--- config.mk ---
export PLATFORM = sky130hd
export DESIGN_NAME = bht_controller
export DESIGN_NICKNAME = d
export VERILOG_FILES = /design/src/rtl/bht_pkg.sv /design/src/rtl/bht_upd_fifo.sv /design/src/rtl/bht_controller.sv
export SDC_FILE = /design/constraint.sdc
export NUM_CORES = 1
export LEC_CHECK = 0
export CORE_UTILIZATION = 35
export DETAILED_ROUTE_END_ITERATION = 10
export HOLD_SLACK_MARGIN = 0.06
export SLEW_MARGIN = 20
export SYNTH_ARGS = -nofsm -noshare
export SYNTH_HDL_FRONTEND = slang
export SYNTH_SLANG_ARGS = --single-unit
--- constraint.sdc ---
create_clock -name clock -period 8.9 [get_ports clock]
set_input_delay 1.78 -clock clock [delete_from_list [all_inputs] [get_ports clock]]
set_output_delay 1.78 -clock clock [all_outputs]
set_load 0.02 [all_outputs]
--- src/rtl/bht_pkg.sv ---
`default_nettype none
// ----------------------------------------------------------------------------
// bht_pkg: counter encodings, FSM states and update-entry type. Rev 1.0
// ----------------------------------------------------------------------------
package bht_pkg;

  localparam logic [1:0] CNT_SNT = 2'b00;
  localparam logic [1:0] CNT_WNT = 2'b01;
  localparam logic [1:0] CNT_WT  = 2'b10;
  localparam logic [1:0] CNT_ST  = 2'b11;

  localparam logic [0:0] ST_INIT = 1'b0;
  localparam logic [0:0] ST_RUN  = 1'b1;

  // Index width carried by a queued update; the controller's IDX_W must match.
  localparam int unsigned UPD_IDX_W = 5;

  typedef struct packed {
    logic [UPD_IDX_W-1:0] idx;
    logic                 taken;
  } upd_entry_t;

  function automatic logic [1:0] cnt_next(input logic [1:0] cnt, input logic taken);
    if (taken) begin
      return (cnt == CNT_ST) ? CNT_ST : cnt + 2'd1;
    end
    return (cnt == CNT_SNT) ? CNT_SNT : cnt - 2'd1;
  endfunction

endpackage
`default_nettype wire

--- src/rtl/bht_upd_fifo.sv ---
`default_nettype none
// ----------------------------------------------------------------------------
// bht_upd_fifo: synchronous FIFO holding resolved-branch updates. Rev 1.0
// ----------------------------------------------------------------------------
module bht_upd_fifo #(
  parameter int DEPTH  = 4,
  parameter int DATA_W = 6
) (
  input  logic              clock,
  input  logic              reset,
  input  logic              push,
  input  logic [DATA_W-1:0] push_data,
  input  logic              pop,
  output logic              full,
  output logic              empty,
  output logic [DATA_W-1:0] head
);

  localparam int          AW      = $clog2(DEPTH);
  localparam logic [AW:0] PTR_ONE = {{AW{1'b0}}, 1'b1};

  // Pointers carry one wrap bit so full and empty are distinguishable.
  logic [AW:0]       wr_ptr_q, wr_ptr_d;
  logic [AW:0]       rd_ptr_q, rd_ptr_d;
  logic [DATA_W-1:0] mem_q [DEPTH];
  logic [DATA_W-1:0] mem_d [DEPTH];

  assign empty = (wr_ptr_q == rd_ptr_q);
  assign full  = (wr_ptr_q[AW-1:0] == rd_ptr_q[AW-1:0]) && (wr_ptr_q[AW] != rd_ptr_q[AW]);
  assign head  = mem_q[rd_ptr_q[AW-1:0]];

  always_comb begin
    wr_ptr_d = wr_ptr_q;
    rd_ptr_d = rd_ptr_q;
    mem_d    = mem_q;
    if (push && !full) begin
      mem_d[wr_ptr_q[AW-1:0]] = push_data;
      wr_ptr_d                = wr_ptr_q + PTR_ONE;
    end
    if (pop && !empty) begin
      rd_ptr_d = rd_ptr_q + PTR_ONE;
    end
  end

  always_ff @(posedge clock) begin
    if (reset) begin
      wr_ptr_q <= '0;
      rd_ptr_q <= '0;
    end else begin
      wr_ptr_q <= wr_ptr_d;
      rd_ptr_q <= rd_ptr_d;
    end
  end

  always_ff @(posedge clock) begin
    mem_q <= mem_d;
  end

endmodule
`default_nettype wire

--- src/rtl/bht_controller.sv ---
`default_nettype none
// ----------------------------------------------------------------------------
// bht_controller: 2-bit branch history table shared by lookup and update. Rev 1.0
// ----------------------------------------------------------------------------
module bht_controller
  import bht_pkg::*;
#(
  parameter int IDX_W     = 5,
  parameter int UPD_DEPTH = 4
) (
  input  logic             clock,
  input  logic             reset,
  input  logic             lkp_valid,
  output logic             lkp_ready,
  input  logic [IDX_W-1:0] lkp_index,
  output logic             pred_valid,
  output logic             pred_taken,
  input  logic             upd_valid,
  output logic             upd_ready,
  input  logic [IDX_W-1:0] upd_index,
  input  logic             upd_taken,
  output logic             init_done
);

  localparam int ENTRIES = 2 ** IDX_W;

  logic [0:0]       state_q, state_d;
  logic [IDX_W-1:0] ptr_q, ptr_d;
  logic             init_done_q, init_done_d;
  logic             pred_valid_q, pred_valid_d;
  logic             pred_taken_q, pred_taken_d;
  logic [1:0]       table_q [ENTRIES];
  logic [1:0]       table_d [ENTRIES];

  logic             fifo_full, fifo_empty, fifo_push, fifo_pop, lkp_fire;
  logic [IDX_W:0]   fifo_head;
  upd_entry_t       head_e;

  assign lkp_ready = init_done_q & ~fifo_full;
  assign upd_ready = init_done_q & ~fifo_full;
  assign lkp_fire  = lkp_valid & lkp_ready;
  assign fifo_push = upd_valid & upd_ready;
  // A full FIFO blocks lookups, so the head is guaranteed the table that cycle.
  assign fifo_pop  = (state_q == ST_RUN) & ~fifo_empty & ~lkp_fire;
  assign head_e    = upd_entry_t'(fifo_head);

  bht_upd_fifo #(
    .DEPTH  (UPD_DEPTH),
    .DATA_W (IDX_W + 1)
  ) u_upd_fifo (
    .clock     (clock),
    .reset     (reset),
    .push      (fifo_push),
    .push_data ({upd_index, upd_taken}),
    .pop       (fifo_pop),
    .full      (fifo_full),
    .empty     (fifo_empty),
    .head      (fifo_head)
  );

  always_comb begin
    state_d      = state_q;
    ptr_d        = ptr_q;
    init_done_d  = init_done_q;
    pred_valid_d = lkp_fire;
    pred_taken_d = pred_taken_q;
    table_d      = table_q;
    if (lkp_fire) begin
      pred_taken_d = table_q[lkp_index][1];
    end
    case (state_q)
      ST_INIT: begin
        table_d[ptr_q] = CNT_WNT;
        ptr_d          = ptr_q + IDX_W'(1);
        if (&ptr_q) begin
          state_d     = ST_RUN;
          init_done_d = 1'b1;
        end
      end
      default: begin
        if (fifo_pop) begin
          table_d[head_e.idx] = cnt_next(table_q[head_e.idx], head_e.taken);
        end
      end
    endcase
  end

  always_ff @(posedge clock) begin
    if (reset) begin
      state_q      <= ST_INIT;
      ptr_q        <= '0;
      init_done_q  <= 1'b0;
      pred_valid_q <= 1'b0;
      pred_taken_q <= 1'b0;
    end else begin
      state_q      <= state_d;
      ptr_q        <= ptr_d;
      init_done_q  <= init_done_d;
      pred_valid_q <= pred_valid_d;
      pred_taken_q <= pred_taken_d;
    end
  end

  // The table itself needs no reset: INIT rewrites every entry.
  always_ff @(posedge clock) begin
    table_q <= table_d;
  end

  assign pred_valid = pred_valid_q;
  assign pred_taken = pred_taken_q;
  assign init_done  = init_done_q;

endmodule
`default_nettype wire

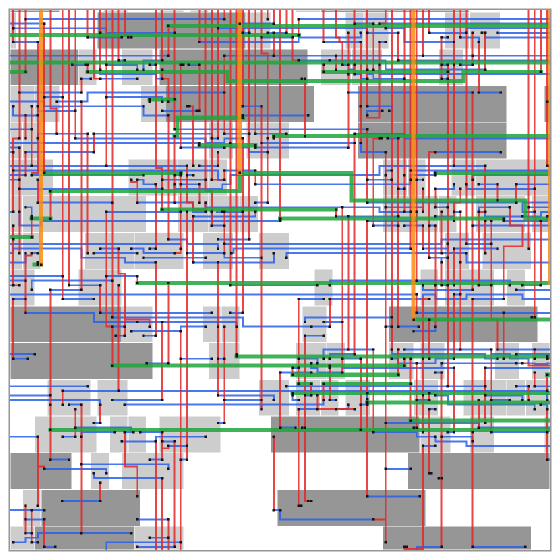
Fig. 1. Zoomed window (run 1).
Region (46, 20) to (86, 60) um. Cells in gray, sequential cells in the stronger gray; small squares are vias.
legend:
  green:
    layer: met3
  orange:
    layer: met4
  blue:
    layer: met1
  red:
    layer: met2
most frequent: nand2_1 (15), edfxtp_1 (12)
cells with their middle in the window: 94
netlist names of flops here include: table_q (12), ptr_q (3)
sequential cells in the window: 15

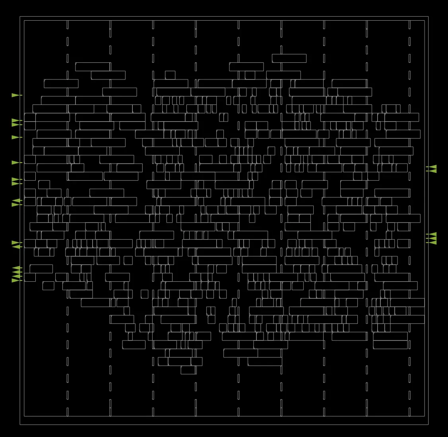
Fig. 2. Placement view (run 1).
fillers: 1,579
count of non-filler cells in the finished layout: 772
FF+latch count: 103
fraction of standard cell area that is sequential: 0.456
TAP cells: 220

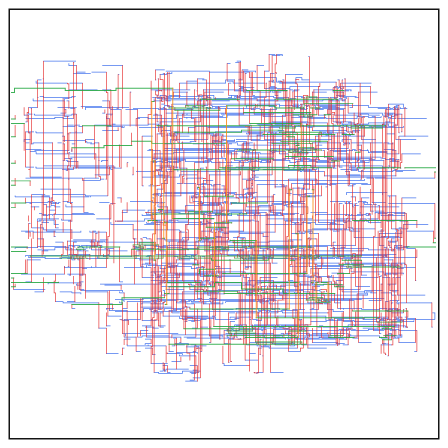
Fig. 3. Routed metal, one color a layer (run 1).
legend:
  orange:
    layer: met4
    wire_length: 403 um
  green:
    layer: met3
    wire_length: 1,650 um
  red:
    layer: met2
    wire_length: 7,310 um
  blue:
    layer: met1
    wire_length: 7,080 um
final WL: 16,400 um
count of vias placed by the detailed router: 4,583
Global Route Usage Sum: 0.195

==> results.toml, run 1 <==
# flow metrics
[route]
drt_iter0_drc = 535
final_antenna_net_count = 0
via_per_inst = 5.94
drt_pass1_iterations = 5

[critical_path]
worst-path-max-fanout = 10
critical_path.startpoint_type = "register"
ff2ff_path_depth = 8
timing.critical_path.from = "u_upd_fifo.rd_ptr_q[0]$_SDFFE_PP0P_"
reg2reg_slack_ns = 4.89

[power]
sw_frac_of_total = 0.269
netSwitchingPower_mw = 0.312
irDropWorstVdd_mv = 0.101
fraction_of_power_consumed_by_sequential_logic = 0.538
total_power_mw = 1.16

[status]
outcome = "completed"

[synth]
synth_area_per_cell_um2 = 10.6
synth_area_um2 = 5900
yosys-top-cells-area = "sky130_fd_sc_hd__edfxtp_1 45%, sky130_fd_sc_hd__mux2i_1 9.2%, sky130_fd_sc_hd__mux4_2 5.7%, sky130_fd_sc_hd__dfxtp_1 5.1%, sky130_fd_sc_hd__nand2_1 3.9%"
number_of_standard_cells_reported_by_yosys = 557
synth_area_leader_cell = "sky130_fd_sc_hd__edfxtp_1"
top_cell_area_share = 0.448
yosys.cell_types.count = 38
synthMostInstantiatedCell = "sky130_fd_sc_hd__edfxtp_1"
count_of_flip_flops_with_a_built_in_enable_after_synthesis = 88

[grt]
overflow = 0
number_of_global_route_vias_before_repair = 4425
number_of_antenna_violations_at_the_first_check_in_global_routing = 0
groute.layer.met3.usage = 0.0627
busiest_layer = "met2"

[finish]
mostFrequentLayoutCell = "sky130_fd_sc_hd__edfxtp_1"
drive_gt1_frac = 0.0725
post-route-cell-area_um2 = 6460

[run]
drv_cap = 0
warning_count = 32

[clock_network]
post-cts-setup-buffers = 0
cts-hold-fix-buffers = 0
worst_case_clock_buffer_depth = 2
clk-insertion-delay-late_ns = 0.37

[floorplanning]
fp.coreArea_um2 = 16500

[min_path]
worstHoldEndpoint = "init_done$_SDFFE_PP0P_"
startpoint_of_the_worst_hold_path = "init_done$_SDFFE_PP0P_"

[final_timing]
worst-slew-pin-transition_ns = 1.03
rsz0062_at_grt = "false"
final.setup_skew_ns = 0.00724
timing.final.crit_period_ns = 4.30
maxSlewViolCount = 0

[placed_design]
dp.final_hpwl_um = 11000
dpl-instance-area_um2 = 6170
==> run 1: tightest hold or removal path: stages, from the launching register on <==
cell                      delay [ns]
sky130_fd_sc_hd__dfxtp_1        0.31
sky130_fd_sc_hd__inv_1          0.07
sky130_fd_sc_hd__a21oi_1        0.06
==> run 1: metal layers <==
layer / wire length [um] / share of wire
met5: 0 / 0
met4: 402 / 0.024
met3: 1650 / 0.10
met2: 7310 / 0.44
met1: 7080 / 0.43
==> run 1: cell type report <==
type	count	area [um^2]	share of cell area
clock inverter	7	71.3	0.0110
clock buffer	9	225	0.0348
tap	220	275	0.0426
timing repair buffer	22	213	0.0329
multi-input combinational	389	2650	0.410
inverter	22	82.6	0.0128
sequential	103	2940	0.456
==> run 1: sequential cells by signal, indices dropped and copies added, names as in the netlist <==
register and flops:
pred_valid 1, u_upd_fifo.wr_ptr_q 3, u_upd_fifo.mem_q 24, pred_taken 1
ptr_q 5, init_done 1, table_q 64, state_q 1
u_upd_fifo.rd_ptr_q 3
==> run 1: kinds of logic (layout without fill, tap and decap cells) <==
| family | count (synthesis) | in the layout | share of synthesized area |
|---|---|---|---|
| multiplexers | 70 | 70 | 0.151 |
| XOR/XNOR | 10 | 10 | 0.0148 |
| buffers and inverters | 65 | 60 | 0.0532 |
| adder cells (fa/ha/maj) | 12 | 12 | 0.0250 |
| AND/OR/NAND/NOR | 165 | 165 | 0.124 |
| flip-flops | 103 | 103 | 0.499 |
| AND-OR/OR-AND | 132 | 132 | 0.134 |
==> run 1: power by group through the flow <==
stage | Sequential (mW) | Clock (mW) | Combinational (mW)
after floorplan | 0.611 | 0 | 0.103
final | 0.623 | 0.401 | 0.134
after detailed placement | 0.633 | 0 | 0.130
after CTS | 0.622 | 0.410 | 0.131
after global routing | 0.628 | 0.428 | 0.146
after global placement | 0.632 | 0 | 0.126
==> run 2: changes to the inputs <==
- clock period: 8.9 -> 3.9 ns (I/O delays scaled with it)
==> run 2 against run 1 <==
Compared with the run above:
- clock power up 140%
- global-route usage is 0.095 points lower
- sequential share of layout area is 0.76 points lower
==> results.toml, run 2 <==
# flow metrics
[power]
fraction_of_power_consumed_by_sequential_logic = 0.528
netSwitchingPower_mw = 0.733
p_comb_mw = 0.315
seq_power_mw = 1.42
power.group.top = "registers"
irDropWorstVdd_mv = 0.230

[run]
warning_count = 32

[synth]
yosys-mux-area-fraction = 0.151
arithmetic_cell_share_of_the_synthesized_area_counting_full_adders_half_adders_and_majority_gates = 0.0250
synth.cellmix.xorXnorShare = 0.0148
synth.cellmix.compoundShare = 0.134
synthMostInstantiatedCell = "sky130_fd_sc_hd__edfxtp_1"
synth_area_leader_cell = "sky130_fd_sc_hd__edfxtp_1"

[finish]
layout_top_registers = "table_q: 64 flops, u_upd_fifo.mem_q: 24 flops, ptr_q: 5 flops"
top_register = "table_q"

[grt]
number_of_antenna_violations_at_the_first_check_in_global_routing = 0

[route]
via_per_inst = 5.87
wl_met3_um = 1460
via_count = 4609
routed_wl_um = 16500
met2WireLength_um = 7580

[critical_path]
reg2reg_slack_ns = 0.36

[final_timing]
timing.final.crit_period_ns = 3.54

[status]
outcome = "completed"
[run 2: cell type report]
type / instances / share of cell area
flip-flops and latches: 103 / 0.448
clock buffers: 9 / 0.0343
inverters: 22 / 0.0126
multi-input cells: 389 / 0.403
clock inverters: 7 / 0.0135
repair buffers: 35 / 0.0472
well taps: 220 / 0.0419
[run 2: critical path, cell delays in order (launching register included)]
cell and delay, ns:
sky130_fd_sc_hd__dfxtp_1 0.33, sky130_fd_sc_hd__mux4_2 1.01, sky130_fd_sc_hd__mux2i_1 0.22, sky130_fd_sc_hd__mux2i_1 0.35
sky130_fd_sc_hd__o22ai_1 0.17, sky130_fd_sc_hd__or4_1 0.53, sky130_fd_sc_hd__maj3_2 0.33, sky130_fd_sc_hd__buf_4 0.22
sky130_fd_sc_hd__o32ai_1 0.17
[run 2: how the worst max path moves through the flow]
stage | to | cells past startpoint | start | slack, ns
6_report | table_q[25]$_DFFE_PP_ | 8 | u_upd_fifo.rd_ptr_q[0]$_SDFFE_PP0P_ | 0.36
5_1_grt | table_q[35]$_DFFE_PP_ | 8 | u_upd_fifo.rd_ptr_q[0]$_SDFFE_PP0P_ | 0.26
4_1_cts | table_q[25]$_DFFE_PP_ | 8 | u_upd_fifo.rd_ptr_q[0]$_SDFFE_PP0P_ | 0.41
3_5_place_dp | table_q[25]$_DFFE_PP_ | 8 | u_upd_fifo.rd_ptr_q[0]$_SDFFE_PP0P_ | 0.43
3_3_place_gp | table_q[63]$_DFFE_PP_ | 8 | u_upd_fifo.rd_ptr_q[0]$_SDFFE_PP0P_ | 0.48
2_1_floorplan | table_q[11]$_DFFE_PP_ | 11 | u_upd_fifo.rd_ptr_q[0]$_SDFFE_PP0P_ | 0.98
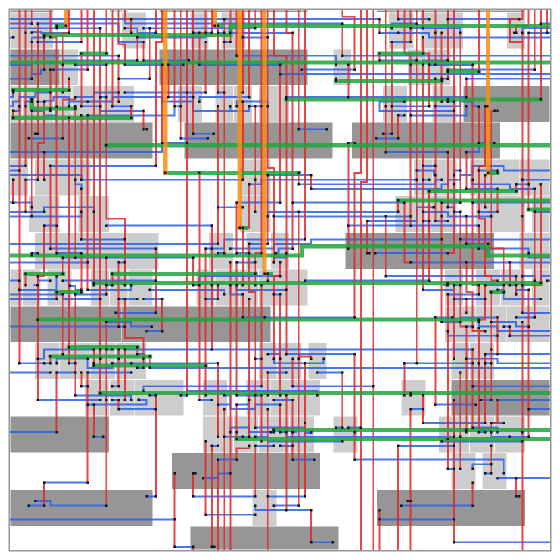
Fig. 4. Zoomed window (run 2).
Region (46, 20) to (86, 60) um. Cells in gray, sequential cells in the stronger gray; small squares are vias.
legend:
  red:
    layer: met2
  green:
    layer: met3
  orange:
    layer: met4
  blue:
    layer: met1
most frequent: nand2_1 (18), edfxtp_1 (14), o21ai_0 (13)
netlist names of flops here include: table_q (14)
cells with their middle in the window: 97
sequential cells in the window: 14

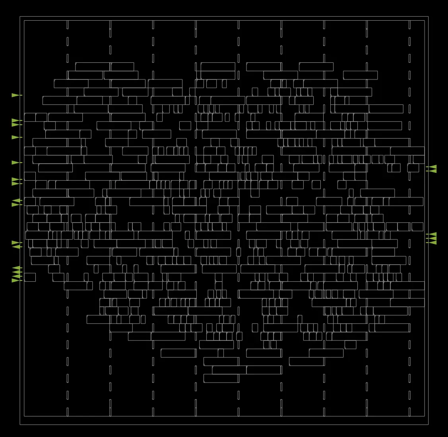
Fig. 5. Placement view (run 2).
fraction of standard cell area that is sequential: 0.448
floorplan core area: 16,500 um^2
count of non-filler cells in the finished layout: 785
Cell Rows: 47

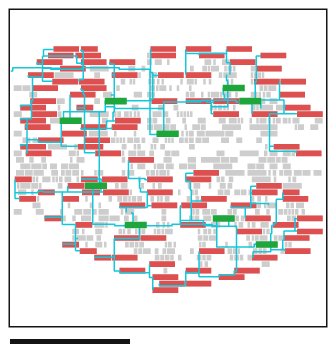
Fig. 6. Clock wires, drivers and flops (run 2).
The bar under the picture is 50 um long.
legend:
  red:
    item: flip-flops
    count: 103
  green:
    item: cells driving clock nets
    count: 9
  cyan:
    item: clock wires
    length: 1,290 um
flops lie: widely spread
routed clock nets: 10
final clock skew: 0.0135 ns
Clk network pwr share: 0.355
power drawn by the clock network: 0.952 mW

No activity file was given, so power comes from the tool's default toggle rates.
